<file path="src/rtl/regfile_pkg.sv">
// Shared definitions for the register-file writeback path.
//   DATA_W    register / WD3 width
//   ADDR_W    register address width (NUM_REGS registers, r0 reads as zero)
//   CNT_W     width of the per-register pending-write counters
//   wb_entry_t  one queued writeback: {addr, data}
package regfile_pkg;

    localparam int unsigned DATA_W   = 19;
    localparam int unsigned ADDR_W   = 2;
    localparam int unsigned NUM_REGS = 4;
    localparam int unsigned CNT_W    = 3;

    typedef struct packed {
        logic [ADDR_W-1:0] addr;
        logic [DATA_W-1:0] data;
    } wb_entry_t;

    // Round-robin preference: which requester wins the next contended cycle.
    typedef enum logic {
        SIDE_REQ0 = 1'b0,
        SIDE_REQ1 = 1'b1
    } side_e;

endpackage

</file>
<file path="src/rtl/wb_fifo.sv">
// Small synchronous FIFO with asynchronous active-high reset.
// Ports:
//   clock      rising-edge clock
//   Regreset   asynchronous, active-high reset (empties the FIFO)
//   push       write push_data at the edge (ignored while full)
//   push_data  entry to store
//   pop        remove the head at the edge (ignored while empty)
//   pop_data   current head entry (valid while !empty)
//   full       no free slot
//   empty      no stored entry
// DEPTH must be a power of two >= 2 so the pointers wrap naturally.
module wb_fifo #(
    parameter int unsigned WIDTH = 8,
    parameter int unsigned DEPTH = 2
) (
    input  logic             clock,
    input  logic             Regreset,
    input  logic             push,
    input  logic [WIDTH-1:0] push_data,
    input  logic             pop,
    output logic [WIDTH-1:0] pop_data,
    output logic             full,
    output logic             empty
);

    localparam int unsigned PTR_W = $clog2(DEPTH);
    localparam int unsigned CNT_W = $clog2(DEPTH + 1);

    logic [WIDTH-1:0] mem_q [DEPTH];
    logic [WIDTH-1:0] mem_d [DEPTH];
    logic [PTR_W-1:0] wr_ptr_q, wr_ptr_d;
    logic [PTR_W-1:0] rd_ptr_q, rd_ptr_d;
    logic [CNT_W-1:0] count_q, count_d;
    logic             push_ok;
    logic             pop_ok;

    assign full     = (count_q == CNT_W'(DEPTH));
    assign empty    = (count_q == '0);
    assign pop_data = mem_q[rd_ptr_q];

    always_comb begin
        mem_d    = mem_q;
        wr_ptr_d = wr_ptr_q;
        rd_ptr_d = rd_ptr_q;
        push_ok  = push && !full;
        pop_ok   = pop && !empty;
        if (push_ok) begin
            mem_d[wr_ptr_q] = push_data;
            wr_ptr_d        = wr_ptr_q + PTR_W'(1);
        end
        if (pop_ok) begin
            rd_ptr_d = rd_ptr_q + PTR_W'(1);
        end
        count_d = count_q + CNT_W'(push_ok) - CNT_W'(pop_ok);
    end

    always_ff @(posedge clock or posedge Regreset) begin
        if (Regreset) begin
            for (int unsigned i = 0; i < DEPTH; i++) begin
                mem_q[i] <= '0;
            end
            wr_ptr_q <= '0;
            rd_ptr_q <= '0;
            count_q  <= '0;
        end else begin
            mem_q    <= mem_d;
            wr_ptr_q <= wr_ptr_d;
            rd_ptr_q <= rd_ptr_d;
            count_q  <= count_d;
        end
    end

endmodule

</file>
<file path="src/rtl/regfile_wb_arbiter.sv">
// Shares the register file write port (WE3/A3/WD3) between the ALU writeback
// (req0) and the load writeback (req1). Each requester feeds its own wb_fifo;
// a round-robin arbiter drains the FIFO heads into registered WE3/A3/WD3.
// A per-register pending-write counter produces the decode hazard flags.
// Ports:
//   clock, Regreset            rising-edge clock, async active-high reset
//   reqN_valid/ready/addr/data writeback request N (ready = FIFO not full)
//   rd_a1, rd_a2               decode read addresses under hazard query
//   hazard1, hazard2           read address has a pending write (combinational)
//   WE3, A3, WD3               register file write port (registered)
// Optional (macro WB_BYPASS_EN):
//   byp1_hit/byp2_hit, byp1_data/byp2_data  forward WD3 when the write being
//   presented on WE3 is the last one pending for the read address; the
//   matching hazard is suppressed.
module regfile_wb_arbiter
    import regfile_pkg::*;
#(
    parameter int unsigned FIFO_DEPTH = 2
) (
    input  logic              clock,
    input  logic              Regreset,
    input  logic              req0_valid,
    output logic              req0_ready,
    input  logic [ADDR_W-1:0] req0_addr,
    input  logic [DATA_W-1:0] req0_data,
    input  logic              req1_valid,
    output logic              req1_ready,
    input  logic [ADDR_W-1:0] req1_addr,
    input  logic [DATA_W-1:0] req1_data,
    input  logic [ADDR_W-1:0] rd_a1,
    input  logic [ADDR_W-1:0] rd_a2,
    output logic              hazard1,
    output logic              hazard2,
    output logic              WE3,
    output logic [ADDR_W-1:0] A3,
    output logic [DATA_W-1:0] WD3
`ifdef WB_BYPASS_EN
    ,
    output logic              byp1_hit,
    output logic              byp2_hit,
    output logic [DATA_W-1:0] byp1_data,
    output logic [DATA_W-1:0] byp2_data
`endif
);

    wb_entry_t         head0, head1;
    logic              full0, full1;
    logic              empty0, empty1;
    logic              push0, push1;
    logic              grant0, grant1;
    side_e             rr_q, rr_d;
    logic              we3_q, we3_d;
    logic [ADDR_W-1:0] a3_q, a3_d;
    logic [DATA_W-1:0] wd3_q, wd3_d;
    logic [CNT_W-1:0]  cnt_q [NUM_REGS];
    logic [CNT_W-1:0]  cnt_d [NUM_REGS];
    logic              pend1, pend2;

    assign req0_ready = !full0;
    assign req1_ready = !full1;

    // Writes to r0 are handshaken but never queued.
    assign push0 = req0_valid && !full0 && (req0_addr != '0);
    assign push1 = req1_valid && !full1 && (req1_addr != '0);

    wb_fifo #(
        .WIDTH ($bits(wb_entry_t)),
        .DEPTH (FIFO_DEPTH)
    ) u_fifo0 (
        .clock     (clock),
        .Regreset  (Regreset),
        .push      (push0),
        .push_data ({req0_addr, req0_data}),
        .pop       (grant0),
        .pop_data  (head0),
        .full      (full0),
        .empty     (empty0)
    );

    wb_fifo #(
        .WIDTH ($bits(wb_entry_t)),
        .DEPTH (FIFO_DEPTH)
    ) u_fifo1 (
        .clock     (clock),
        .Regreset  (Regreset),
        .push      (push1),
        .push_data ({req1_addr, req1_data}),
        .pop       (grant1),
        .pop_data  (head1),
        .full      (full1),
        .empty     (empty1)
    );

    // rr_q holds the side that wins the next contended cycle; it only moves
    // when both FIFOs compete, so a lone requester never steals the turn.
    always_comb begin
        grant0 = 1'b0;
        grant1 = 1'b0;
        rr_d   = rr_q;
        if (!empty0 && !empty1) begin
            if (rr_q == SIDE_REQ0) begin
                grant0 = 1'b1;
                rr_d   = SIDE_REQ1;
            end else begin
                grant1 = 1'b1;
                rr_d   = SIDE_REQ0;
            end
        end else if (!empty0) begin
            grant0 = 1'b1;
        end else if (!empty1) begin
            grant1 = 1'b1;
        end
    end

    always_comb begin
        we3_d = grant0 || grant1;
        a3_d  = a3_q;
        wd3_d = wd3_q;
        if (grant0) begin
            a3_d  = head0.addr;
            wd3_d = head0.data;
        end else if (grant1) begin
            a3_d  = head1.addr;
            wd3_d = head1.data;
        end
    end

    // A register stays pending from accept until the edge that commits its
    // WE3 write, so the count covers both queued and presented entries.
    always_comb begin
        for (int unsigned r = 0; r < NUM_REGS; r++) begin
            cnt_d[r] = cnt_q[r]
                     + CNT_W'(push0 && (req0_addr == ADDR_W'(r)))
                     + CNT_W'(push1 && (req1_addr == ADDR_W'(r)))
                     - CNT_W'(we3_q && (a3_q == ADDR_W'(r)));
        end
    end

    always_ff @(posedge clock or posedge Regreset) begin
        if (Regreset) begin
            rr_q  <= SIDE_REQ0;
            we3_q <= 1'b0;
            a3_q  <= '0;
            wd3_q <= '0;
            for (int unsigned r = 0; r < NUM_REGS; r++) begin
                cnt_q[r] <= '0;
            end
        end else begin
            rr_q  <= rr_d;
            we3_q <= we3_d;
            a3_q  <= a3_d;
            wd3_q <= wd3_d;
            cnt_q <= cnt_d;
        end
    end

    assign WE3 = we3_q;
    assign A3  = a3_q;
    assign WD3 = wd3_q;

    assign pend1 = (rd_a1 != '0) && (cnt_q[rd_a1] != '0);
    assign pend2 = (rd_a2 != '0) && (cnt_q[rd_a2] != '0);

`ifdef WB_BYPASS_EN
    assign byp1_hit  = we3_q && (a3_q == rd_a1) && (rd_a1 != '0) && (cnt_q[rd_a1] == CNT_W'(1));
    assign byp2_hit  = we3_q && (a3_q == rd_a2) && (rd_a2 != '0) && (cnt_q[rd_a2] == CNT_W'(1));
    assign byp1_data = wd3_q;
    assign byp2_data = wd3_q;
    assign hazard1   = pend1 && !byp1_hit;
    assign hazard2   = pend2 && !byp2_hit;
`else
    assign hazard1   = pend1;
    assign hazard2   = pend2;
`endif

endmodule
</file>
<file path="config.mk">
export PLATFORM = sky130hd
export DESIGN_NAME = regfile_wb_arbiter
export DESIGN_NICKNAME = d
export VERILOG_FILES = /design/src/rtl/regfile_pkg.sv /design/src/rtl/wb_fifo.sv /design/src/rtl/regfile_wb_arbiter.sv
export SDC_FILE = /design/constraint.sdc
export NUM_CORES = 1
export LEC_CHECK = 0
export CORE_MARGIN = 4
export CORE_UTILIZATION = 46
export CTS_CLUSTER_SIZE = 14
export DETAILED_ROUTE_END_ITERATION = 8
export MAX_ROUTING_LAYER = met4
export PLACE_DENSITY = 0.73
export SYNTH_ARGS = -nofsm -noshare
export SYNTH_HDL_FRONTEND = slang
export SYNTH_SLANG_ARGS = --single-unit
</file>
<file path="constraint.sdc">
create_clock -name clock -period 3.77 [get_ports clock]
set_clock_uncertainty 0.15 [all_clocks]
set_input_delay 0.5655 -clock clock [delete_from_list [all_inputs] [get_ports clock]]
set_output_delay 0.5655 -clock clock [all_outputs]
set_load 0.03 [all_outputs]
</file>
==> out/qor.yml <==
antenna_found_initial: 0
path_class: "primary input to primary output"
drtAntennaViolNets: 0
grt_max_degree: 73
post_cts_buffers: 0
logic_area_sq_um: 2550
grt_first_pass_wirelength_um: 20800
async_flop_share_pct: 100
cts_buffers: 17
hp-start: "u_fifo1.mem_q[27]"
r2r-start: "u_fifo0.count_q[0]"
clkPwrFrac_pct: 20.3
ys_seq_share_pct: 52.8
fin_crit_ns: 3.04
fmax_mhz: 329
internal_power_mw: 4.58
tightest_slew_ns: 1.06
p_comb_share_pct: 44.2
grt_pass1_vias: 4035
numPortBuffers: 75
warnings: 26
sw_frac_of_total_pct: 35.6
pwr-share-seq_pct: 35.5
common_cells: "dfrtp_1 (124), mux2_2 (47), mux2_1 (44), nor2_1 (28)"
setup_tns_ns: 0
dpl_worst_slack_ns: 0.451
cp_max_fo: 3
edf_count: 0
diodes: 0
hold_path_class: "flop to flop"
worstReg2RegEnd: "cnt_q[2]"
chipArea_sq_um: 14700
drtIter0Drc: 161
clkLatencyLatePin_ns: 0.41
pwr_density_cell_nw_per_um2: 976
fp_util_pct: 46.8
synth_top_area_share_pct: 52.8
first_pass_iters: 4
slew_viol_final: 0
via_per_inst: 5.24
status: "finished, final reports clean"
dieWidth_um: 121
vdd_ir_drop_max_mv: 0.411
route.detailed.drc: 0
drive_above_1_share_pct: 22.3
min_path_cells: 1
hold_viol_final: 0
-- worst max-delay path: stages --
cell and delay (ns):
clkdlybuf4s50_1 0.51, or4b_1 0.46, o211ai_1 0.10, o21ai_1 0.09, clkdlybuf4s50_1 0.59
-- power by group through the flow --
stage | clock [mW] | sequential (mW) | combinational [mW]
6_report | 1.44 | 2.53 | 3.14
5_1_grt | 1.54 | 2.61 | 3.42
2_1_floorplan | 0 | 2.59 | 2.23
3_3_place_gp | 0 | 2.48 | 3.07
3_5_place_dp | 0 | 2.54 | 3.16
4_1_cts | 1.47 | 2.52 | 3.20
-- metrics by stage --
stage	power [mW]	cell area (sq um)	util [%]	hold WS, ns
2_1_floorplan	4.83	5880	-	0.304
3_3_place_gp	5.55	6760	53.8	0.313
3_5_place_dp	5.70	6760	53.8	0.321
4_1_cts	7.20	7280	57.9	0.332
5_1_grt	7.57	7280	57.9	0.351
6_report	7.11	7280	57.9	0.331
-- routing by layer --
metal,vias up,wire length [um]
li1,1680,-
met1,1836,5510
met2,67,6200
met3,20,429
met4,0,310
met5,-,0
-- sequential cells by signal (all words and copies together), names as in the netlist --
name / cells
WD3: 19
u_fifo0.mem_q: 42
u_fifo0.count_q: 2
cnt_q: 9
u_fifo0.rd_ptr_q: 1
u_fifo0.wr_ptr_q: 1
rr_q: 1
A3: 2
u_fifo1.mem_q: 42
WE3: 1
u_fifo1.count_q: 2
u_fifo1.rd_ptr_q: 1
u_fifo1.wr_ptr_q: 1
-- layout by cell type, fill, tap and decap left out, drive strengths merged, types with 2 or more instances in the layout --
master / Yosys / final
clkbuf: 7 / 29
a21bo: 2 / 2
or4b: 2 / 2
nor3: 21 / 21
o2bb2ai: 2 / 2
fa: 6 / 6
nand4b: 4 / 4
inv: 19 / 18
o211ai: 2 / 2
o21ai: 2 / 2
nand3: 3 / 3
nand2: 4 / 4
nor2: 28 / 28
mux2: 101 / 101
nand4: 3 / 3
mux2i: 21 / 21
buf: 22 / 8
nand2b: 2 / 2
xnor2: 11 / 11
dfrtp: 124 / 124
ha: 7 / 7
clkdlybuf4s50: 0 / 75
or3: 2 / 2
a311oi: 21 / 21
xor2: 4 / 4
nand3b: 3 / 3
-- area by class of cell --
class	instances	share of cell area, %
clock inverters	1	0.0687
clock buffers	29	7.15
inverters	19	1.03
multi-input cells	260	35.1
well taps	172	2.95
flip-flops and latches	124	42.6
repair buffers	83	11.1
-- cells by family (layout without fill, tap and decap cells) --
group	after synthesis	after routing	synth area share, %
adders and majority gates	13	13	3.53
AOI/OAI and AO/OA	32	32	6.81
buffers and inverters	48	132	4.04
muxes	122	122	23.6
and+or+nand+nor	78	78	7.02
DFF	124	124	52.8
xor gates and xnor gates	15	15	2.23
-- worst max-delay path by stage --
stage	from	end	slack [ns]
6_report	rd_a2[1]	hazard2	0.73
5_1_grt	rd_a2[1]	hazard2	0.65
4_1_cts	rd_a2[1]	hazard2	0.73
3_5_place_dp	req0_addr[1]	cnt_q[2]	0.45
3_3_place_gp	req0_addr[0]	cnt_q[2]	0.49
2_1_floorplan	u_fifo0.count_q[0]	cnt_q[2]	0.98
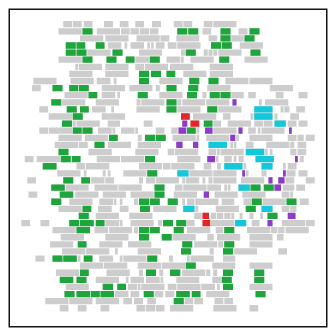
Figure 1: logic cells by family.
Key: multiplexers = green [cells 122]; NAND gates = purple [cells 19]; AND-OR and OR-AND gates = red [cells 4, where centre]; adder and majority cells = cyan [cells 13, where middle right]
Comb area share: 35.1%
final std cells w/o fill: 688
most frequent logic cell in the layout: dfrtp_1

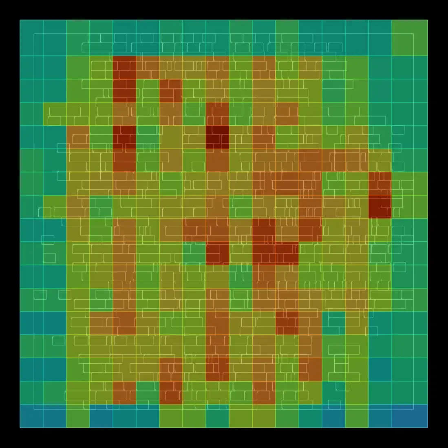
Figure 2: track usage over the die.
Final Core Density: 57.9%
met1 Resource Use GR: 22.6%
Global Route met2 Usage: 31.1%
routed wire length per instance: 18.1 um
met3 Use GR: 4.43%

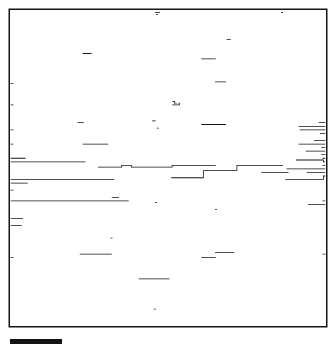
Figure 3: metal 3.
Bar = 20 um.
The longest straight run is 44.9 um. The layer carries 430 um of wire. 41 nets have wire on it. The layer holds 3.5% of the routed length. The wires run mostly horizontal.
final WL: 12,500 um
DR vias: 3,603

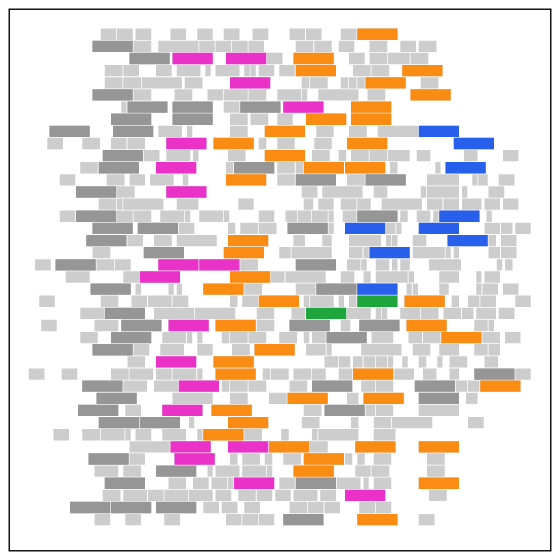
Figure 4: where the registers sit.
Other sequential cells in the stronger grey, the rest of the logic in the fainter grey.
Key: A3 = green [sequential cells 2]; WD3 = magenta [sequential cells 19]; u_fifo0.mem_q = orange [sequential cells 42]; cnt_q = blue [sequential cells 9, where middle right]
Another 52 sequential cells are not coloured.
Seq/total area: 42.6%
sequential power: 2.53 mW
register area: 3100 sq um

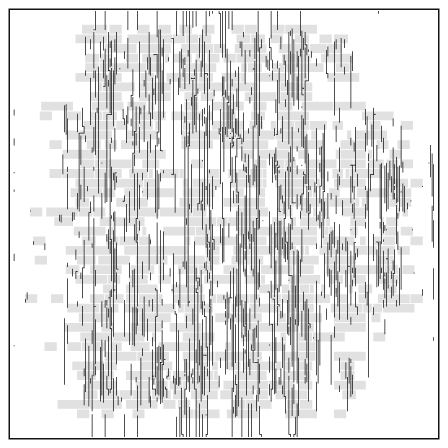
Figure 5: signal wires on met2.
Cells faint in the background.
The wires run mostly vertical. The longest straight run is 62.2 um.

Power is estimated from default activity; no workload was simulated.
